==> config.mk <==
export PLATFORM = sky130hd
export DESIGN_NAME = mem_port_arbiter
export DESIGN_NICKNAME = d
export VERILOG_FILES = /design/src/rtl/mem_port_arbiter.sv
export SDC_FILE = /design/constraint.sdc
export NUM_CORES = 1
export LEC_CHECK = 0
export ABC_AREA = 1
export CAP_MARGIN = 20
export CORE_MARGIN = 10
export CORE_UTILIZATION = 41
export DETAILED_ROUTE_END_ITERATION = 8
export GPL_TIMING_DRIVEN = 0
export PLACE_DENSITY = 0.87
export SLEW_MARGIN = 20
export SYNTH_ARGS = -nofsm -noshare
export SYNTH_HDL_FRONTEND = slang
export SYNTH_SLANG_ARGS = --single-unit
==> constraint.sdc <==
create_clock -name i_clk -period 1.9 [get_ports i_clk]
set_clock_uncertainty 0.15 [all_clocks]
set_input_delay 0.57 -clock i_clk [delete_from_list [all_inputs] [get_ports i_clk]]
set_output_delay 0.57 -clock i_clk [all_outputs]
set_load 0.02 [all_outputs]
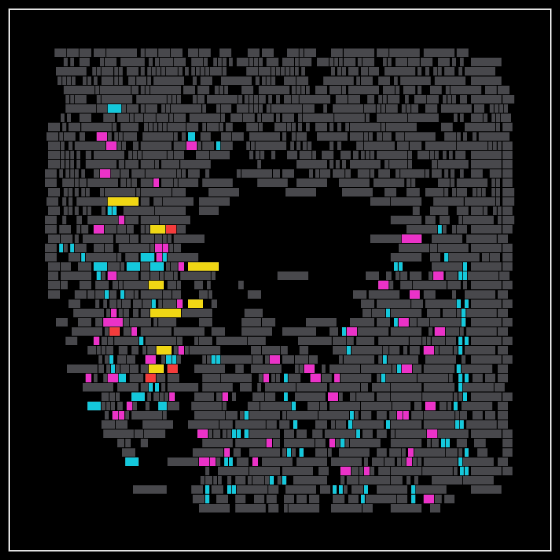
(run_1/gate_families.png)
Yellow shows adder and majority cells, cells 8, where middle left. Red shows XOR/XNOR gates, cells 4. Cyan shows NOR gates, cells 95. Magenta shows inverting AOI/OAI gates, cells 57.
Comb/total area: 0.229
most frequent logic cell in the layout: nand2_1
Post-Layout Cell Count: 1506

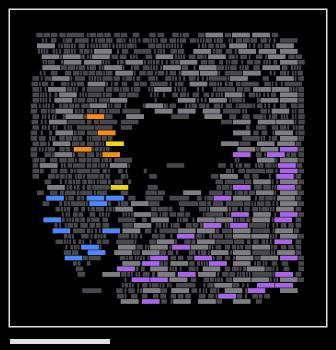
(run_1/registers.png)
The bar under the picture is 50 um long. Other sequential cells in the stronger gray, the rest of the logic in the fainter gray.
Orange shows starve, placed flops 4. Yellow shows state, placed flops 2. Purple shows o_if_rsp_rdata, placed flops 32. Blue shows tcnt, placed flops 10.
Another 142 sequential cells are not colored.
Register Area: 0.00475 mm^2
Seq/total area: 0.367
P_seq: 0.00588 W

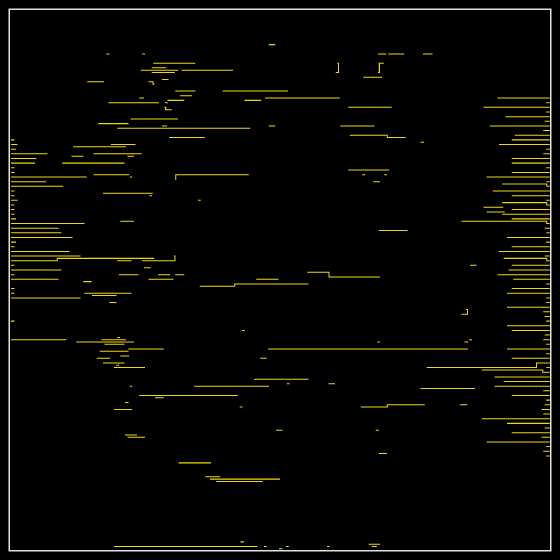
(run_1/met3.png)
193 nets have wire on it. The layer carries 1840 um of wire. The layer holds 6.6% of the routed length. The longest straight run is 58.2 um.
grt met3 use: 0.0393
DR vias: 7438
Routed WL: 27.9 mm

==> flow_metrics.py, run 1 <==
# Physical implementation metrics
metrics = {
    "power_and_ir_drop": {
        "pwr-share-comb": 0.484,
        "swShare": 0.403,
        "clkPwrFrac": 0.196,
    },
    "yosys": {
        "ys_sh_aoi": 0.0455,
        "synth-xor-area-share": 0.00449,
        "fp_nets": 1036,
        "yosysChipArea_mm2": 0.00781,
        "ys_cells": 888,
        "simple_gate_share": 0.263,
        "ys.flops": 190,
        "ys_seq_frac": 0.609,
    },
    "final_layout": {
        "combGateArea_mm2": 0.00296,
        "area_delta_synth_final_pct": 65.8,
        "nNonClkInverters": 70,
        "fin_area_mm2": 0.0130,
        "clkCellAreaFrac": 0.0470,
        "nonClkBufAreaFrac": 0.312,
        "layout_top_cells": "nand2_1, dfrtp_1, clkdlybuf4s50_1",
    },
    "timing": {
        "setup_violations": 119,
        "rsz0062_at_grt": "true",
        "fin_tns_setup_ns": -30.23,
        "fin_hold_ws_ns": -0.106,
        "timing.final.ws_setup_ns": -0.468,
        "hold_viol_final": 93,
        "finalCritPeriodShare": 1.25,
    },
    "place": {
        "portBuffers": 280,
        "dp.cells": 1403,
        "place.gp.congestion": 0.805,
    },
    "clock_tree": {
        "clk-insertion-delay-late_ns": 0.43,
        "htreeDepth": 4,
    },
    "die": {
        "die-area_mm2": 0.0250,
        "pin_count": 281,
        "die_w_um": 158,
    },
    "route": {
        "drt-pass1-iter-count": 5,
        "routed.top_layer": "met4",
        "drc_errors": 0,
    },
    "status": {
        "status": "finished, violations left",
        "violations": "negative hold slack, negative setup slack",
    },
    "global_routing": {
        "grt_pass1_wl_mm": 38.4,
        "track_usage": 0.198,
        "use_met2": 0.352,
    },
    "critical_path": {
        "crit_family": "buffers and inverters",
        "start_kind": "flop",
        "r2r_slack_ns": -0.38,
    },
    "flow_run": {
        "drv_cap": 0,
    },
}
==> run_1/met2.png <==
The bar under the picture is 50 um long.
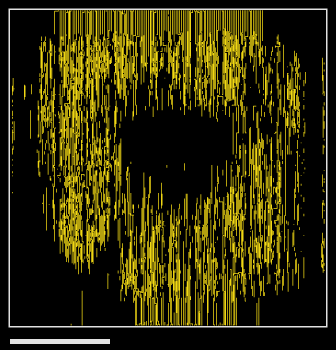

--- run 2 (diff from run 1) ---
--- a/config.mk
+++ b/config.mk
@@ -8,10 +8,10 @@
 export ABC_AREA = 1
 export CAP_MARGIN = 20
 export CORE_MARGIN = 10
-export CORE_UTILIZATION = 41
+export CORE_UTILIZATION = 48
 export DETAILED_ROUTE_END_ITERATION = 8
 export GPL_TIMING_DRIVEN = 0
-export PLACE_DENSITY = 0.87
+export PLACE_DENSITY = 0.95
 export SLEW_MARGIN = 20
 export SYNTH_ARGS = -nofsm -noshare
 export SYNTH_HDL_FRONTEND = slang
==> constraint.sdc (replaced) <==
create_clock -name i_clk -period 2.8 [get_ports i_clk]
set_clock_uncertainty 0.15 [all_clocks]
set_input_delay 0.84 -clock i_clk [delete_from_list [all_inputs] [get_ports i_clk]]
set_output_delay 0.84 -clock i_clk [all_outputs]
set_load 0.02 [all_outputs]
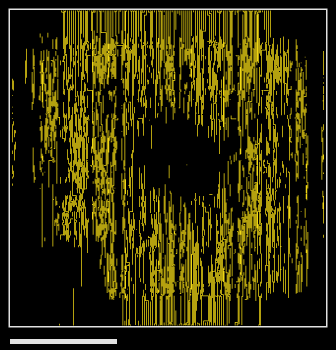
(run_2/met2.png)
The bar under the picture is 50 um long.
The layer holds 51% of the routed length. The longest straight run is 47.9 um. The wires run mostly vertical. The layer carries 13100 um of wire. 1117 nets have wire on it.
grt met2 use: 0.412
DR vias: 7084
Routed WL: 25.6 mm

==> flow_metrics.py, run 2 <==
# Physical implementation metrics
metrics = {
    "yosys": {
        "synth-xor-area-share": 0.00449,
        "simple_gate_share": 0.263,
    },
    "final_layout": {
        "fin_cells": 1430,
        "nonClkBufAreaFrac": 0.277,
        "clkCellAreaFrac": 0.0520,
        "fin_area_mm2": 0.0117,
        "layout_top_cell_excl_fill_tap": "nand2_1",
        "comb_area_share": 0.219,
        "seq_area_frac": 0.406,
    },
    "clock_tree": {
        "clk-insertion-delay-late_ns": 0.44,
    },
    "route": {
        "drc_errors": 0,
        "routed.top_layer": "met5",
        "drt-pass1-iter-count": 5,
    },
    "critical_path": {
        "start_kind": "input pin",
    },
    "place": {
        "place.gp.congestion": 0.817,
    },
    "global_routing": {
        "track_usage": 0.233,
        "grt_pass1_wl_mm": 39.9,
    },
    "timing": {
        "timing.final.ws_setup_ns": 0.0511,
        "fin_hold_ws_ns": 0.0748,
        "setup_violations": 0,
        "fin_tns_setup_ns": 0,
    },
    "status": {
        "status": "finished clean",
    },
    "flow_run": {
        "drv_cap": 0,
    },
}
Power and IR drop assume default switching activity.
